**src/rtl/instruction_fetch_unit_pkg.sv**
```systemverilog
// Shared CPU constants and fetch-state encoding
// used by the instruction fetch front end.
package instruction_fetch_unit_pkg;

    localparam int ADDR_W    = 20;
    localparam int DATA_W    = 32;
    localparam int ADDR_STEP = 4;

    typedef enum logic [1:0] {
        IDLE,
        REQ,
        WAIT,
        DRAIN
    } fetch_state_t;

endpackage

```
**src/rtl/instruction_fetch_unit_fetch_queue.sv**
```systemverilog
// Prefetch queue: synchronous FIFO with flush,
// head word forced to zero while empty.
module fetch_queue #(
    parameter int WIDTH = 52,
    parameter int DEPTH = 4
) (
    input  logic                       clk,
    input  logic                       rst_n,
    input  logic                       push,
    input  logic                       pop,
    input  logic                       flush,
    input  logic [WIDTH-1:0]           din,
    output logic [WIDTH-1:0]           dout,
    output logic [$clog2(DEPTH):0]     count,
    output logic                       full,
    output logic                       empty
);

    localparam int PW = $clog2(DEPTH);

    logic [WIDTH-1:0] mem [DEPTH];
    logic [PW-1:0]    wr_ptr;
    logic [PW-1:0]    rd_ptr;

    always_ff @(posedge clk) begin
        if (!rst_n || flush) begin
            wr_ptr <= '0;
            rd_ptr <= '0;
            count  <= '0;
        end else begin
            if (push) wr_ptr <= wr_ptr + PW'(1);
            if (pop)  rd_ptr <= rd_ptr + PW'(1);
            count <= count + (PW+1)'(push) - (PW+1)'(pop);
        end
    end

    always_ff @(posedge clk) begin
        if (push && !flush) mem[wr_ptr] <= din;
    end

    assign full  = count == (PW+1)'(DEPTH);
    assign empty = count == '0;
    assign dout  = empty ? '0 : mem[rd_ptr];

    // Upstream space accounting must make these impossible
    always_ff @(posedge clk) begin
        if (rst_n && !flush) begin
            assert (!(push && full));
            assert (!(pop && empty));
        end
    end

endmodule

```
**src/rtl/instruction_fetch_unit.sv**
```systemverilog
// Instruction fetch: one outstanding memory read,
// prefetch queue, redirect with response drain.
module instruction_fetch_unit #(
    parameter int ADDR_W    = instruction_fetch_unit_pkg::ADDR_W,
    parameter int DATA_W    = instruction_fetch_unit_pkg::DATA_W,
    parameter int QDEPTH    = 4,
    parameter int ADDR_STEP = instruction_fetch_unit_pkg::ADDR_STEP
) (
    input  logic              clk,
    input  logic              rst_n,
    input  logic              fetch_en,
    input  logic              redirect,
    input  logic [ADDR_W-1:0] instruction_address,
    output logic              mem_req_valid,
    output logic [ADDR_W-1:0] mem_req_addr,
    input  logic              mem_req_ready,
    input  logic              mem_rsp_valid,
    input  logic [DATA_W-1:0] mem_rsp_data,
    output logic              instr_valid,
    output logic [DATA_W-1:0] instr_data,
    output logic [ADDR_W-1:0] instr_addr,
    input  logic              instr_ready
);

    import instruction_fetch_unit_pkg::*;

    localparam int CW = $clog2(QDEPTH) + 1;
    localparam logic [CW-1:0] QMAX = CW'(QDEPTH);
    localparam logic [ADDR_W-1:0] STEP = ADDR_W'(ADDR_STEP);

    fetch_state_t state, state_next;
    logic [ADDR_W-1:0]        fetch_pc, pc_next;
    logic [ADDR_W+DATA_W-1:0] head;
    logic [CW-1:0]            count;
    logic push, pop, flush, full, empty, pending;

    always_ff @(posedge clk) begin
        if (!rst_n) begin
            state    <= IDLE;
            fetch_pc <= '0;
        end else begin
            state    <= state_next;
            fetch_pc <= pc_next;
        end
    end

    // A response is still owed if accepted now or earlier and not yet returned
    assign pending = (state == REQ && mem_req_ready) ||
                     ((state == WAIT || state == DRAIN) && !mem_rsp_valid);
    assign pop = instr_valid && instr_ready && !redirect;

    always_comb begin
        state_next = state;
        pc_next    = fetch_pc;
        push       = 1'b0;
        flush      = redirect;
        unique case (state)
            IDLE: if (fetch_en && !full) state_next = REQ;
            REQ:  if (mem_req_ready) state_next = WAIT;
            WAIT: if (mem_rsp_valid) begin
                push       = 1'b1;
                pc_next    = fetch_pc + STEP;
                state_next = (fetch_en && (count + CW'(1) - CW'(pop)) < QMAX)
                             ? REQ : IDLE;
            end
            DRAIN: if (mem_rsp_valid) state_next = fetch_en ? REQ : IDLE;
            default: state_next = IDLE;
        endcase
        if (redirect) begin
            push       = 1'b0;
            pc_next    = instruction_address;
            state_next = pending ? DRAIN : (fetch_en ? REQ : IDLE);
        end
    end

    fetch_queue #(
        .WIDTH(ADDR_W + DATA_W),
        .DEPTH(QDEPTH)
    ) u_queue (
        .clk   (clk),
        .rst_n (rst_n),
        .push  (push),
        .pop   (pop),
        .flush (flush),
        .din   ({fetch_pc, mem_rsp_data}),
        .dout  (head),
        .count (count),
        .full  (full),
        .empty (empty)
    );

    assign mem_req_valid = state == REQ;
    assign mem_req_addr  = mem_req_valid ? fetch_pc : '0;
    assign instr_valid   = !empty;
    assign {instr_addr, instr_data} = head;

endmodule

```
**config.mk**
```make
export PLATFORM = sky130hd
export DESIGN_NAME = instruction_fetch_unit
export DESIGN_NICKNAME = d
export VERILOG_FILES = /design/src/rtl/instruction_fetch_unit_pkg.sv /design/src/rtl/instruction_fetch_unit_fetch_queue.sv /design/src/rtl/instruction_fetch_unit.sv
export SDC_FILE = /design/constraint.sdc
export NUM_CORES = 1
export LEC_CHECK = 0
export CAP_MARGIN = 0
export CORE_ASPECT_RATIO = 0.5
export CORE_MARGIN = 2
export CORE_UTILIZATION = 45
export DETAILED_ROUTE_END_ITERATION = 8
export PLACE_DENSITY = 0.72
export SETUP_SLACK_MARGIN = 0.05
export SLEW_MARGIN = 5
export SYNTH_ARGS = -nofsm -noshare
export SYNTH_HDL_FRONTEND = slang
export SYNTH_HIERARCHICAL = 1
export SYNTH_SLANG_ARGS = --single-unit
```
**constraint.sdc**
```tcl
create_clock -name clk -period 7.3 [get_ports clk]
set_input_delay 1.825 -clock clk [delete_from_list [all_inputs] [get_ports clk]]
set_output_delay 1.825 -clock clk [all_outputs]
set_load 0.02 [all_outputs]
```
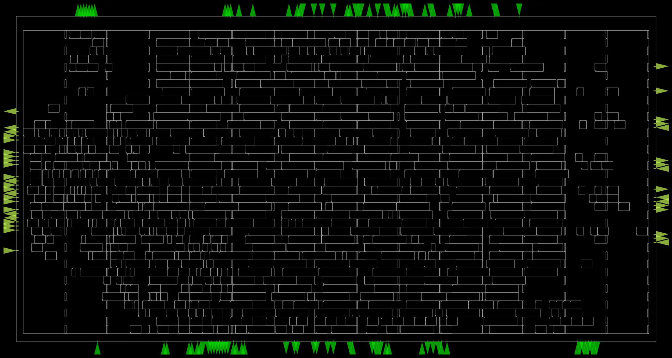
*Cell outlines without signal wires*
Core Util, Final: 0.574
# fillers: 1577

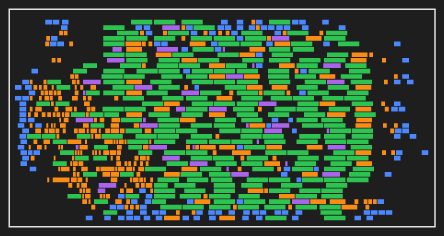
*Cells coloured by class*
Drawn at 2 px/um.
[flip-flops] green | cells: 239
[all other logic] orange | cells: 283
[other buffers and delay cells] blue | cells: 139
[clock drivers and dummy loads] purple | cells: 38

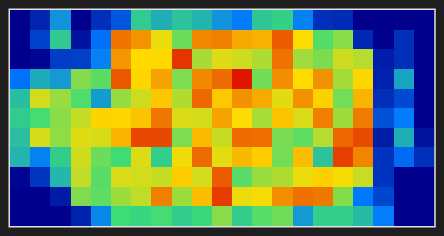
*Placement density heat map*
Drawn at 2 px/um. 21 x 11 tiles, from dark blue (low) to red (high), 0 to 100% covered.
mean over tiles: 51%
fullest tile: 98%
nearly empty tiles: 12%
tiles over 75% full: 26%

==> results.json <==
{
  "status": "finished, final reports clean",
  "ioPinCount": 133,
  "ys_types": 49,
  "pwr-share-comb": 0.042,
  "layout-drive-gt1-share": 0.143,
  "viasPerCell": 5.24,
  "worst_setup_path_start_kind": "flip-flop",
  "edf_count": 208,
  "wire_per_inst_um": 19.4,
  "fp_nets": 617,
  "dieArea_um2": 22900,
  "drv_cap": 0,
  "num_vias": 5189,
  "p_sw_mw": 0.540,
  "ys.flops": 239,
  "ys_cells": 550,
  "rows": 37,
  "grt_pass1_wl_um": 29700,
  "p_per_area_nw_per_um2": 228,
  "min_period_ns": 4.97,
  "async_flop_share": 0,
  "hold_viol": 0,
  "p_clk_frac": 0.403,
  "netlist_instances": 550,
  "yosys.cell_count.top_type": "edfxtp_1",
  "fp.dieW_um": 212,
  "slew_viol_final": 0,
  "crit_fanout": 32,
  "hpwl_um": 12200,
  "relSlewSlack": 0.308,
  "drc": 0,
  "cts.clk_slew.worst_paths_ns": 0.07,
  "top_cells_by_count": "edfxtp_1, and2_1, mux4_2, dfxtp_1, o21ai_0",
  "slowest_delay_ns": 0.76,
  "rrSetupSlack_ns": 4.03,
  "antenna_found_initial": 0,
  "core_um2": 20900,
  "intPower_mw": 2.19,
  "skew_ns": 0.0140,
  "required_ns": 5.48,
  "worstHoldStart": "fetch_pc[0]",
  "clock_sinks": 239,
  "fmax_mhz": 201,
  "irDropWorstVdd_mv": 0.141,
  "grt_max_degree": 54,
  "rsz0062_at_grt": "no",
  "cp_num_buf_inv": 2,
  "top_cells_by_area": "edfxtp_1, mux4_2, dfxtp_1, and2_1, buf_12",
  "gp_congestion": 0.770,
  "initCoreUtil": 0.467,
  "hold_end": "u_queue/mem[3][32]",
  "grt_util_all_layers": 0.172,
  "firstDrtPassIters": 6,
  "cts-root-buf": "clkbuf_16",
  "ant_nets": 0,
  "fin_ws_ns": 2.33,
  "place_ws_ns": 2.56,
  "hold_path_class": "reg -> reg",
  "cts_max_level": 1,
  "hold_slack_ns": 0.538,
  "syn_avg_cell_area_um2": 17.7,
  "setup_viol": 0,
  "seqPwrFrac": 0.555,
  "path_class": "reg -> out",
  "r2r_end": "u_queue/count[2]",
  "worst_pin_slew_ns": 1.04,
  "ctsHoldBuffers": 0,
  "fin_tns_setup_ns": 0,
  "dr.first_iter.drc_count": 332,
  "leakagePower_nw": 3.89,
  "finalCritPeriodShare": 0.681,
  "io_buffers": 132,
  "ys.flop_type": "edfxtp_1",
  "critPathCaptureType": "primary output",
  "routed_wl_um": 19300
}
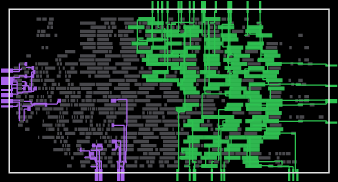
*Wires at chosen ports, followed through buffers*
Drawn at 1.5 px/um.
[instruction_address] purple | bits: 20 | direction: input | edge: 12 left, 8 bottom | end cells: 20 | buffers: 20 | wire: 474 um
[mem_rsp_data] green | bits: 32 | direction: input | edge: 17 top, 10 bottom, 5 right | end cells: 128 | buffers: 32 | wire: 1890 um

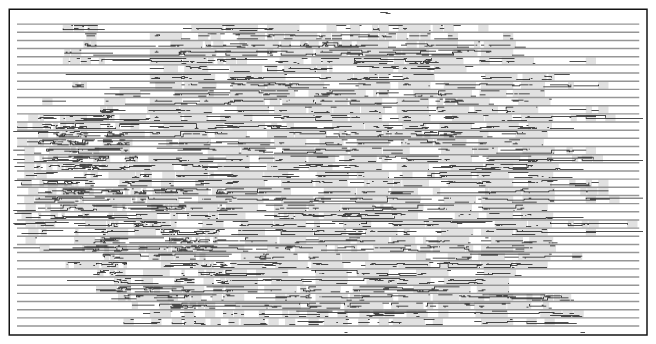
*M1 wires*
Drawn at 3 px/um. Supply wires on this layer in grey. Cells faint in the background.
wire length on this layer: 8260 um
share of all routed wire: 43%
nets with wire on the layer: 693

## layer usage
metal  global-route usage  vias to the layer above  part of all wire
met2                0.289                      126              0.50
li1                     -                     2396                 -
met1                0.234                     2641              0.43
met4               0.0433                        0             0.013
met3               0.0311                       26             0.058
met5                    0                        -                 0
## final cells by class
class,count,area (um^2)
Sequential cell,239,6870
Inverter,16,60.1
Tap cell,292,365
Timing Repair Buffer,139,1370
Fill cell,1577,8890
Clock buffer,32,629
Clock inverter,6,60.1
Multi-Input combinational cell,267,2620
## per-stage QoR
step / cells / area [um^2] / total power [mW]
3_3_place_gp: 953 / 11300 / 1.66
5_1_grt: 991 / 12000 / 2.81
3_5_place_dp: 953 / 11300 / 1.66
6_report: 991 / 12000 / 2.73
2_1_floorplan: 550 / 9750 / 1.59
4_1_cts: 991 / 12000 / 2.76
## sequential cells by signal (all words and copies together), names as in the netlist, named ones only
| signal | flops |
|---|---|
| u_queue/count | 3 |
| fetch_pc | 20 |
| u_queue/wr_ptr | 2 |
| state | 2 |
| u_queue/mem | 208 |
| u_queue/rd_ptr | 2 |
## worst register-to-register path, cell delays in order (launching register included)
cell and delay (ns):
dfxtp_1 0.39, or3_2 0.74, inv_1 0.14, nor3b_1 0.76, ha_1 0.23, inv_1 0.05, ha_1 0.20, fa_1 0.40
xor3_1 0.21, nor2_1 0.04
## power by group through the flow
stage / Clock [mW] / Sequential [mW] / Combinational [mW]
2_1_floorplan: 0 / 1.54 / 0.0490
3_3_place_gp: 0 / 1.54 / 0.114
3_5_place_dp: 0 / 1.55 / 0.116
4_1_cts: 1.12 / 1.52 / 0.116
5_1_grt: 1.17 / 1.52 / 0.125
6_report: 1.10 / 1.52 / 0.115
## kinds of logic after synthesis
| family | synth area share |
|---|---|
| xor gates and xnor gates | 0.0132 |
| and+or+nand+nor | 0.0900 |
| adders and majority gates | 0.0110 |
| muxes | 0.125 |
| DFF | 0.705 |
| buffers and inverters | 0.0268 |
| AOI/OAI and AO/OA | 0.0293 |
## worst max path at each step
| stage | startpoint | to | depth (start not counted) |
|---|---|---|---|
| floorplan | redirect | u_queue/mem[0][0] | 5 |
| finish | flip-flop | instr_data[0] | 4 |
| global route | flip-flop | instr_data[0] | 4 |
| detailed placement | mem_rsp_valid | u_queue/mem[1][12] | 6 |
| global placement | mem_rsp_valid | u_queue/mem[1][12] | 6 |
| CTS | flip-flop | instr_data[0] | 4 |
## cell usage in the layout, fill, tap and decap left out, types with 2 or more instances in the layout
master	count
and4_1	3
ha_1	7
xnor2_1	6
inv_1	15
buf_4	7
clkbuf_8	2
nor3_1	5
nor2b_1	3
xor2_1	6
o21ai_0	17
o311a_1	3
nand4_1	6
o21a_1	2
o211a_1	4
clkbuf_1	7
nor3b_1	2
clkdlybuf4s50_1	132
clkbuf_16	23
and2_2	4
clkinv_2	3
nand3_1	5
mux2i_1	4
a31oi_1	4
dfxtp_1	29
and2_1	69
a21oi_1	8
nor4_1	2
nand2b_1	7
mux4_2	50
mux4_1	2
edfxtp_1	208
or3_1	6
nor2_1	14
nand2_1	11
Power is estimated from default activity; no workload was simulated.
